File: config.mk
export PLATFORM = sky130hd
export DESIGN_NAME = hazard_ctrl
export DESIGN_NICKNAME = d
export VERILOG_FILES = /design/src/rtl/hazard_ctrl_pkg.sv /design/src/rtl/hazard_lu_detect.sv /design/src/rtl/hazard_ctrl.sv
export SDC_FILE = /design/constraint.sdc
export NUM_CORES = 1
export LEC_CHECK = 0
export CAP_MARGIN = 20
export CORE_MARGIN = 3
export CORE_UTILIZATION = 50
export DETAILED_ROUTE_END_ITERATION = 6
export PLACE_DENSITY = 0.81
export SKIP_LAST_GASP = 1
export SLEW_MARGIN = 20
export SYNTH_ARGS = -nofsm -noshare
export SYNTH_HDL_FRONTEND = slang
export SYNTH_SLANG_ARGS = --single-unit
File: constraint.sdc
create_clock -name clk_i -period 3.04 [get_ports clk_i]
set_input_delay 0.912 -clock clk_i [delete_from_list [all_inputs] [get_ports clk_i]]
set_output_delay 0.912 -clock clk_i [all_outputs]
set_load 0.1 [all_outputs]
File: src/rtl/hazard_ctrl_pkg.sv
// Shared definitions for the pipeline hazard / CGRA offload controller.
// Holds the FSM state encoding, the NOP instruction word and the hardwired zero register.
package hazard_ctrl_pkg;

    typedef enum logic [1:0] {
        ST_RUN       = 2'd0,
        ST_CGRA_REQ  = 2'd1,
        ST_CGRA_WAIT = 2'd2,
        ST_DONE      = 2'd3
    } state_t;

    // All-zero word: a NOP whose control fields are all 0.
    localparam logic [31:0] NOP_INSTR = 32'h0000_0000;
    localparam logic [4:0]  REG_ZERO  = 5'd0;

endpackage

File: src/rtl/hazard_lu_detect.sv
// Load-use hazard compare: flags an ID instruction that reads the register
// still being loaded by the instruction in EX.
module hazard_lu_detect
    import hazard_ctrl_pkg::*;
(
    input  logic [4:0] id_rs_addr,
    input  logic [4:0] id_rt_addr,
    input  logic       id_uses_rs,
    input  logic       id_uses_rt,
    input  logic [4:0] ex_rd_addr,
    input  logic       ex_mem_read,
    output logic       lu_hazard
);

    logic rs_match;
    logic rt_match;

    assign rs_match  = id_uses_rs && (id_rs_addr == ex_rd_addr);
    assign rt_match  = id_uses_rt && (id_rt_addr == ex_rd_addr);
    // r0 reads are never stale, so a load targeting r0 cannot cause a hazard.
    assign lu_hazard = ex_mem_read && (ex_rd_addr != REG_ZERO) && (rs_match || rt_match);

endmodule

File: src/rtl/hazard_ctrl.sv
// Hazard and offload controller: drives PC / IF/ID / ID/EX hold, flush and bubble
// controls and sequences the start/done handshake with the CGRA accelerator.
module hazard_ctrl
    import hazard_ctrl_pkg::*;
#(
    parameter int CGRA_TIMEOUT = 1024,
    parameter int CNT_W        = 32
) (
    input  logic             clk_i,
    input  logic             rst_i,
    input  logic [4:0]       id_rs_addr_i,
    input  logic [4:0]       id_rt_addr_i,
    input  logic             id_uses_rs_i,
    input  logic             id_uses_rt_i,
    input  logic             id_cgra_op_i,
    input  logic [4:0]       ex_rd_addr_i,
    input  logic             ex_mem_read_i,
    input  logic             branch_taken_i,
    input  logic             cgra_ready_i,
    input  logic             cgra_done_i,
    input  logic             perf_clr_i,
    output logic             pc_hold_o,
    output logic             ifid_hold_o,
    output logic             ifid_flush_o,
    output logic             idex_bubble_o,
    output logic             cgra_start_o,
    output logic             cgra_timeout_o,
    output logic [1:0]       state_o,
    output logic [CNT_W-1:0] stall_cnt_o
);

    localparam int            TO_W    = (CGRA_TIMEOUT > 1) ? $clog2(CGRA_TIMEOUT) : 1;
    localparam logic [TO_W-1:0] TO_LAST = TO_W'(CGRA_TIMEOUT - 1);

    state_t          state;
    state_t          state_nxt;
    logic [TO_W-1:0] to_cnt;
    logic            to_clr;
    logic            to_inc;
    logic            to_fire;
    logic            lu;

    hazard_lu_detect u_lu_detect (
        .id_rs_addr  (id_rs_addr_i),
        .id_rt_addr  (id_rt_addr_i),
        .id_uses_rs  (id_uses_rs_i),
        .id_uses_rt  (id_uses_rt_i),
        .ex_rd_addr  (ex_rd_addr_i),
        .ex_mem_read (ex_mem_read_i),
        .lu_hazard   (lu)
    );

    always_ff @(posedge clk_i or posedge rst_i) begin
        if (rst_i) begin
            state <= ST_RUN;
        end else begin
            state <= state_nxt;
        end
    end

    // Outside RUN the EX stage holds only bubbles, so branch_taken_i is not consulted there.
    always_comb begin
        state_nxt     = state;
        pc_hold_o     = 1'b0;
        ifid_hold_o   = 1'b0;
        ifid_flush_o  = 1'b0;
        idex_bubble_o = 1'b0;
        cgra_start_o  = 1'b0;
        to_clr        = 1'b0;
        to_inc        = 1'b0;
        to_fire       = 1'b0;
        case (state)
            ST_RUN: begin
                if (branch_taken_i) begin
                    ifid_flush_o  = 1'b1;
                    idex_bubble_o = 1'b1;
                end else if (lu) begin
                    pc_hold_o     = 1'b1;
                    ifid_hold_o   = 1'b1;
                    idex_bubble_o = 1'b1;
                end else if (id_cgra_op_i) begin
                    pc_hold_o     = 1'b1;
                    ifid_hold_o   = 1'b1;
                    idex_bubble_o = 1'b1;
                    state_nxt     = ST_CGRA_REQ;
                end
            end
            ST_CGRA_REQ: begin
                pc_hold_o     = 1'b1;
                ifid_hold_o   = 1'b1;
                idex_bubble_o = 1'b1;
                cgra_start_o  = 1'b1;
                if (cgra_ready_i) begin
                    to_clr    = 1'b1;
                    state_nxt = ST_CGRA_WAIT;
                end
            end
            ST_CGRA_WAIT: begin
                pc_hold_o     = 1'b1;
                ifid_hold_o   = 1'b1;
                idex_bubble_o = 1'b1;
                to_inc        = 1'b1;
                if (cgra_done_i) begin
                    state_nxt = ST_DONE;
                end else if (to_cnt == TO_LAST) begin
                    to_fire   = 1'b1;
                    state_nxt = ST_DONE;
                end
            end
            ST_DONE: begin
                state_nxt = ST_RUN;
            end
            default: begin
                state_nxt = ST_RUN;
            end
        endcase
    end

    always_ff @(posedge clk_i or posedge rst_i) begin
        if (rst_i) begin
            to_cnt         <= '0;
            cgra_timeout_o <= 1'b0;
        end else begin
            if (to_clr) begin
                to_cnt <= '0;
            end else if (to_inc) begin
                to_cnt <= to_cnt + 1'b1;
            end
            if (to_fire) begin
                cgra_timeout_o <= 1'b1;
            end
        end
    end

    // Stall counter saturates rather than wrapping; a clear in the same cycle wins.
    always_ff @(posedge clk_i or posedge rst_i) begin
        if (rst_i) begin
            stall_cnt_o <= '0;
        end else if (perf_clr_i) begin
            stall_cnt_o <= '0;
        end else if (pc_hold_o && !(&stall_cnt_o)) begin
            stall_cnt_o <= stall_cnt_o + 1'b1;
        end
    end

    assign state_o = state;

endmodule
Fig. 1: placed cells, one color a class
Drawn at 6 px/um. Fill, decap, tap and diode cells in gray.
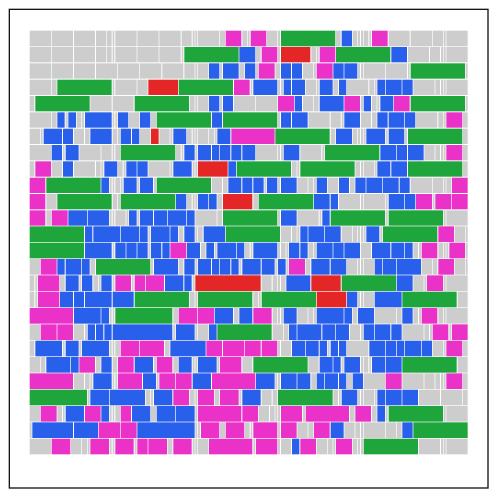
| color | class | cells | share of their area |
|---|---|---|---|
| green | registers | 45 | 31% |
| blue | remaining logic cells | 234 | 43% |
| magenta | remaining buffers and delay cells | 91 | 22% |
| red | clock drivers and dummy loads | 8 | 3.2% |

Fig. 2: clock network drawn from the DEF
Drawn at 8 px/um.
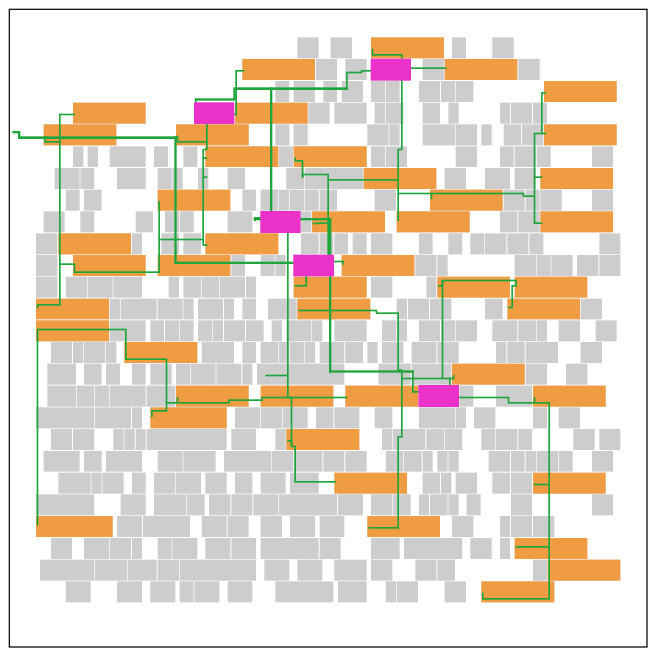
[magenta] clock-net drivers | count: 5
[orange] flip-flops | count: 45
[green] clock wires | length: 589 um
routed clock nets: 6
Clk. pwr: 476 uW
Clk Latency, worst-skew pair: 0.30 ns
final clock skew: 0.0109 ns
power share of the clock group: 15.8%

Fig. 3: sequential cells grouped by signal name
Drawn at 6 px/um. Other sequential cells in the stronger gray, the rest of the logic in the fainter gray.
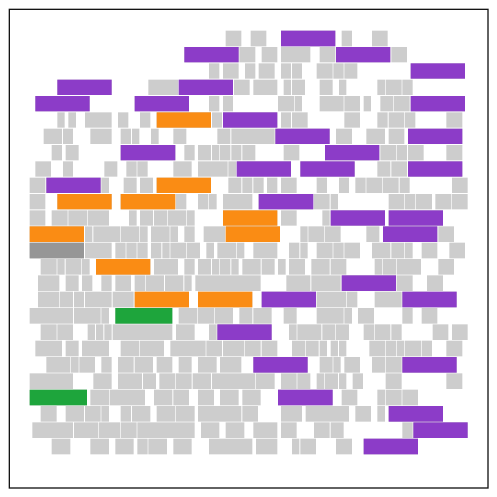
| color | netlist name | placed flops |
|---|---|---|
| purple | stall_cnt_o | 32 |
| orange | to_cnt | 10 |
| green | state_o | 2 |
not colored: 1

Fig. 4: congestion heat map
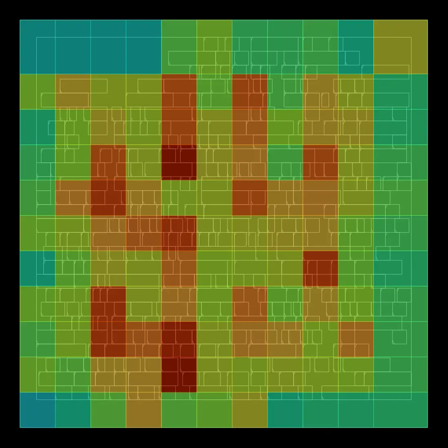
Avg WL per Cell: 15.9 um
met3 usage: 4.18%
GRT busiest layer: met2
fin util: 71.6%
M1 GR Usage: 28.6%

==> flow_metrics.py <==
# Flow results
metrics = {
    "finish": {
        "logic_area_um2": 1520,
        "regMostFlops": "stall_cnt_o",
        "buf_share_pct": 21.8,
        "sh_seq_area_pct": 30.5,
        "nClkBuffers": 7,
        "clk_share_pct": 3.14,
        "fill_cells": 390,
        "diodes": 0,
        "lay_top_count": "buf_4",
        "layout.cells.non_filler": 448,
        "nets": 409,
    },
    "global_routing": {
        "grtUsageMet2_pct": 38.2,
        "grt_pass1_wl_um": 11400,
        "first_global_vias": 2468,
        "grtUsageTotal_pct": 22.4,
    },
    "sta": {
        "setup-tns-final_ns": -0.416,
        "rsz0062_at_grt": "yes",
        "hold_violations": 0,
        "hold_ws_ns": 0.488,
        "fin_ws_ns": -0.142,
        "finalSetupViolations": 3,
    },
    "worst_setup_path": {
        "critPathCaptureType": "output port",
        "r2r_slack_ns": 0.42,
        "r2r-start": "state_o[0]",
        "reg2reg_to": "stall_cnt_o[29]",
        "critPathArrivalTime_ns": 2.27,
        "reg2reg_depth": 10,
        "cp.depth": 7,
        "endpoint": "ifid_hold_o",
        "worst_setup_path_start_kind": "primary input",
        "crit_fanout": 2,
    },
    "synthesis": {
        "synthSimpleGateAreaFrac_pct": 26.0,
        "edf_count": 0,
        "mux_share_pct": 3.19,
        "top_cells_by_area": "dfrtp_1 (42%), a21oi_1 (5.6%), o31ai_1 (5.0%)",
        "xor_share_pct": 5.83,
        "yosysUniqueCellTypes": 38,
        "yosysTopAreaCellShare_pct": 41.6,
        "flop_cell": "dfrtp_1",
        "netlist_area_um2": 2700,
        "ys_cells": 296,
        "common_cells": "dfrtp_1 (45), a21oi_1 (30), nor2_1 (22)",
        "post-synth-top-area-cell": "dfrtp_1",
    },
    "routing": {
        "top_layer": "met4",
        "dr.pass1.iters": 4,
        "wl_um": 7120,
        "drc": 0,
        "wl_met1_um": 3050,
    },
    "status": {
        "status": "complete, but fails checks",
        "violations": "setup timing",
    },
    "clock_tree": {
        "cts_max_path_buffers": 2,
        "h-tree-depth": 2,
        "holdBufCountCts": 0,
        "clock_sinks": 45,
        "tritoncts": "done",
        "cts_setup_buffers": 5,
    },
    "power": {
        "p_seq_share_pct": 23.6,
        "pg_seq_uw": 711,
        "p_leak_uw": 0.00160,
        "peakVddDrop_mv": 1.18,
        "power.internal_uw": 1640,
        "power_uw": 3010,
    },
    "die": {
        "tapCellCount": 70,
        "die_area_um2": 6330,
        "die_h_um": 79.5,
        "fp_util_pct": 52.3,
        "core_um2": 5170,
        "io_pins": 65,
        "std_cell_rows": 26,
    },
    "placed_design": {
        "place_area_um2": 3490,
        "place_congestion": 0.847,
        "hpwl_um": 4890,
        "post-place-ws_ns": -0.496,
    },
    "run": {
        "warning_count": 33,
    },
    "min_path": {
        "hp-class": "flop to flop",
        "whs_endpoint": "cgra_timeout_o",
        "holdPathStages": 2,
    },
}
Power is estimated from default activity; no workload was simulated.
